Fig. 1: run 1, placed cells, one colour a class
Scale bar: 20 um.
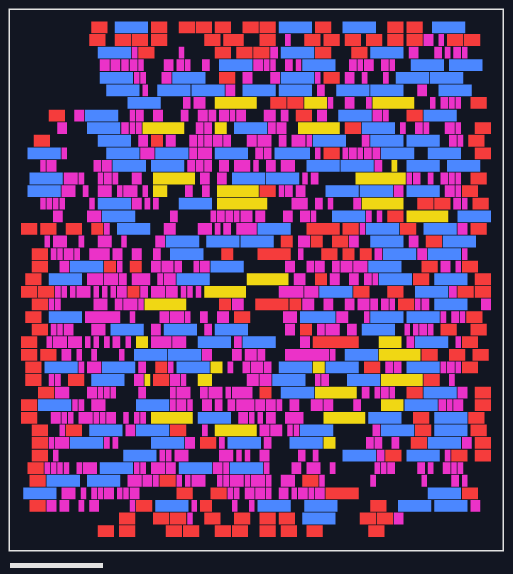
Fig. 2: run 1, power grid
Scale bar: 20 um. Pins as bars on the die edge. Tap cells in grey.
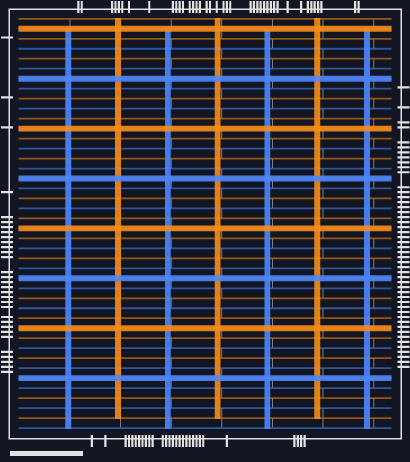
Fig. 3: run 1, routed clock nets over the placement
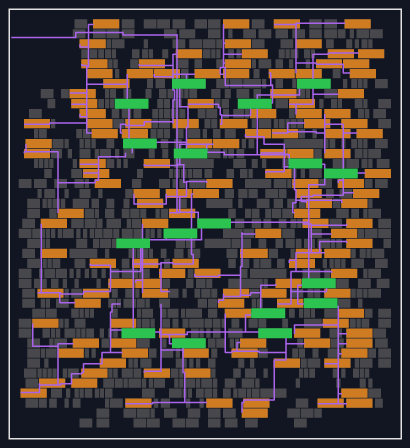
Design spi_debug_ctrl, sky130hd; sources not shown.
==> impl_metrics.tcl, run 1 <==
# yosys + openroad results
set metrics [dict create \
    outcome "finished, final reports clean" \
    drv_slew 0 \
    overflow 0 \
    flops 139 \
    die-area_mm2 0.0124 \
    placed_area_mm2 0.00735 \
    powerComb_mw 0.376 \
    p_sw_share_pct 21.6 \
    dp_cells 952 \
    fp-utilization_pct 49.9 \
    ant_nets 0 \
    portBuffers 147 \
    yosysMostFrequentCell "dfxtp_1" \
    ios 148 \
    drtIter0Drc 326 \
    post-route-min-period_ns 1.92 \
    tool_warnings 29 \
    rsz0062_at_grt "yes" \
    cts_made_buffers 17 \
    ys_warn_count 0 \
    inverters 30 \
    power.group.top "the clock network" \
    wl_per_cell_um 15.2 \
    r2r_setup_slack_ns 0.17 \
    drive_gt1_share_pct 7.80 \
    logic_gates 465 \
    maxUsedRoutingLayer "met4" \
    clock-sinks 139 \
    required_ns 1.60 \
    area_leaders "dfxtp_1, nand2_1, nor2_1" \
    fin_cells 983 \
    largest_cell_class "registers" \
    fin_crit_sh_pct 96.0 \
    drt-met1-wl_mm 6.30 \
    p_per_area_mw_per_mm2 796 \
    power_mw 6.32 \
    r2r_cells 6 \
    grt_first_pass_wirelength_mm 24.0 \
    edf_count 0 \
    synthAoiAreaFrac_pct 17.6 \
    path_cells "clkdlybuf4s50_1" \
    comb_area_share_pct 32.3 \
    synth.distinct_cells 50 \
    seqPwrFrac_pct 45.1 \
    synth_area_leader_cell "dfxtp_1" \
    yosys.stat.seqShare_pct 49.2 \
    pwr-share-comb_pct 5.9 \
    hold_viol 0 \
    nWellTaps 150 \
    cp.arrival_ns 1.52 \
    dpl_worst_slack_ns -0.117 \
    fa_ha_area_share_pct 0.664 \
    track_usage_pct 24.2 \
    async_reset_ff_share_pct 0 \
    bufAreaShareNonClock_pct 21.4 \
    cp.depth 1 \
    whs_path_depth 4 \
    use_met3_pct 6.19 \
    seq_share_pct 35.0 \
    avgSynthCellArea_um2 8.26 \
    end_kind "output pin" \
    met2_length_mm 7.47 \
    ys_sh_simple_pct 24.7 \
    met1_usage_pct 29.1 \
    numSynthFlops 139 \
]
-- Fig. 1 (at the start) --
[all other logic] magenta | cells: 495
[clock drivers and dummy loads] yellow | cells: 31
[other buffers and delay cells] red | cells: 168
[flip-flops] blue | cells: 139
# rows: 41
Core Util, Final: 70.1%

-- Fig. 2 (at the start) --
[VSS] blue
[VDD] orange
met4 straps: 7
tap cells: 150
met5 straps: 8
signal pins: 148
rows: 41
Max VDD drop: 0.469 mV
chip height: 117 um

-- Fig. 3 (at the start) --
[flip-flops] orange | count: 139
[clock wires] purple | length: 1630 um
[cells driving clock nets] green | count: 17
routed clock nets: 18
P_clk: 3.10 mW
Setup Skew: 0.00609 ns
clk latency late pin: 0.41 ns
clock share of power: 48.9%

==> run 2: changes to the inputs <==
Settings changed: CORE_UTILIZATION 49 to 44.
Clock period 2 ns to 1.65 ns, I/O delays scaled along.
Fig. 4: run 2, cell placement
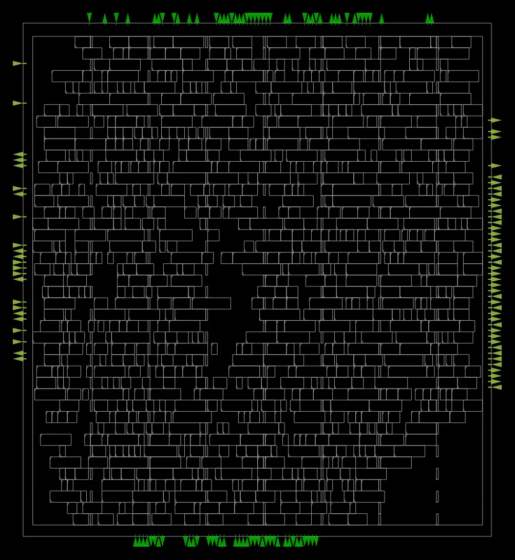
Seq/total area: 32.5%
core region area: 0.0126 mm^2

Fig. 5: run 2, metal layers overlaid
Scale bar: 20 um. Only two layers are drawn.
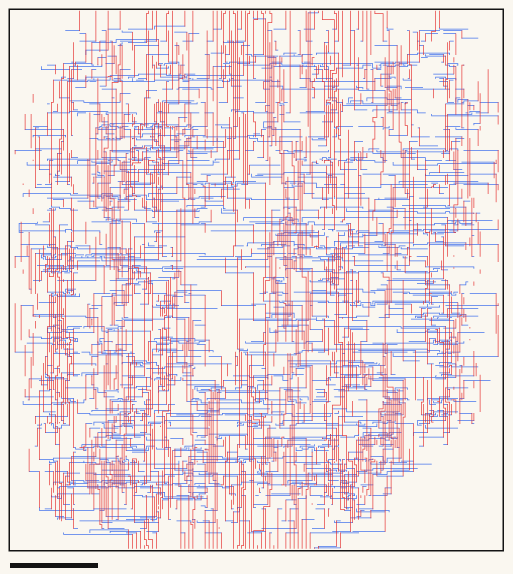
[met2] red | wire length: 8100 um
[met1] blue | wire length: 6720 um
DR vias: 5545
drt wl/cell: 15.4 um

==> run 2 against run 1 <==
Effect of this change:
- the run now ends with setup timing left
- die size rose by 11%
- core utilization decreased by 1.7 points
- synthesized cell count is the same
- flip-flop count is the same
- combinational power rose by 38%
- clock skew hardly changed
- sequential share of layout area is 2.5 points lower
- final area is 8.3% higher
- critical path depth is 5 higher
- final cell count rose by 4.8%
- critical path type is now flop to flop
- critical endpoint is now err_cnt[3]$_SDFFE_PP0P_
- largest cell class unchanged
==> impl_metrics.tcl, run 2 <==
# yosys + openroad results
set metrics [dict create \
    fa_ha_area_share_pct 0.664 \
    p_clk_mw 3.50 \
    required_ns 2.00 \
    power_mw 7.48 \
    pg_seq_mw 3.46 \
    portBuffers 147 \
    post-route-min-period_ns 1.67 \
    outcome "finished with violations" \
    setup_slack_ns -0.0199 \
    largest_cell_class "registers" \
    yosysMostFrequentCell "dfxtp_1" \
    track_usage_pct 21.8 \
    met2_length_mm 8.10 \
    synth.distinct_cells 50 \
    met1_usage_pct 25.7 \
    fin_cells 1030 \
    rsz0062_at_grt "yes" \
    r2r_cells 6 \
    inverters 30 \
    bufAreaShareNonClock_pct 25.6 \
    die_h_um 123 \
    ios 148 \
    clk_latency_ns 0.41 \
    clock_power_share_pct 46.8 \
    pwr-share-comb_pct 6.9 \
    drt-met1-wl_mm 6.72 \
    violations "setup timing" \
    dp_cells 989 \
    tool_warnings 27 \
    fin_crit_sh_pct 101 \
    drv_slew 0 \
    final-setup-viol-count 2 \
    fmax_mhz 599 \
    avgSynthCellArea_um2 8.26 \
    synth_area_leader_cell "dfxtp_1" \
    ys_warn_count 0 \
    synthTopLogicFamily "simple AND/OR/NAND/NOR gates" \
    cts_made_buffers 17 \
    whs_path_depth 4 \
    cp.arrival_ns 2.02 \
    dr_wl_met3_um 710 \
    nWellTaps 157 \
    seqPwrFrac_pct 46.2 \
    area_leaders "dfxtp_1, nand2_1, nor2_1" \
    drive_gt1_share_pct 15.8 \
    logic_gates 465 \
    r2r_setup_slack_ns -0.02 \
    p_sw_share_pct 22.0 \
    path_cells "nor4_4, o31ai_2, buf_4, buf_6, or4_4, a21oi_2" \
    placed_area_mm2 0.00756 \
    drtIter0Drc 318 \
    numSynthFlops 139 \
    comb_area_share_pct 31.9 \
    fin_skew_ns 0.00569 \
    powerComb_mw 0.518 \
    flops 139 \
    yosys.stat.seqShare_pct 49.2 \
    clock-sinks 139 \
    cp.depth 6 \
    async_reset_ff_share_pct 0 \
    grt_first_pass_wirelength_mm 24.5 \
    end_kind "flop" \
    ant_nets 0 \
    post-dp-hpwl_mm 10.6 \
    fp-utilization_pct 44.9 \
    dpl_worst_slack_ns -0.404 \
    edf_count 0 \
    top_area_share_pct 49.2 \
    ys_sh_simple_pct 24.7 \
    synthAoiAreaFrac_pct 17.6 \
    synth_area_mm2 0.00565 \
    maxUsedRoutingLayer "met4" \
    die-area_mm2 0.0138 \
    use_met3_pct 4.64 \
]
Fig. 6: run 2, placed cells, one colour a class
Scale bar: 20 um.
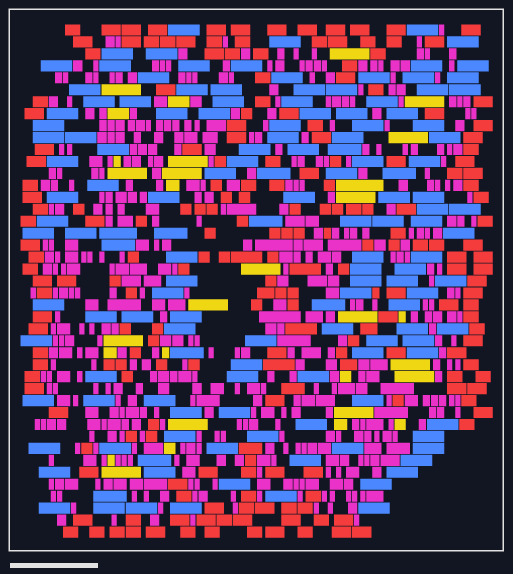
[all other logic] magenta | cells: 495
[flip-flops] blue | cells: 139
[other buffers and delay cells] red | cells: 209
[clock drivers and dummy loads] yellow | cells: 30
# rows: 43
post-route cell area: 0.00861 mm^2
Core Util, Final: 68.4%

Power and IR drop assume default switching activity.
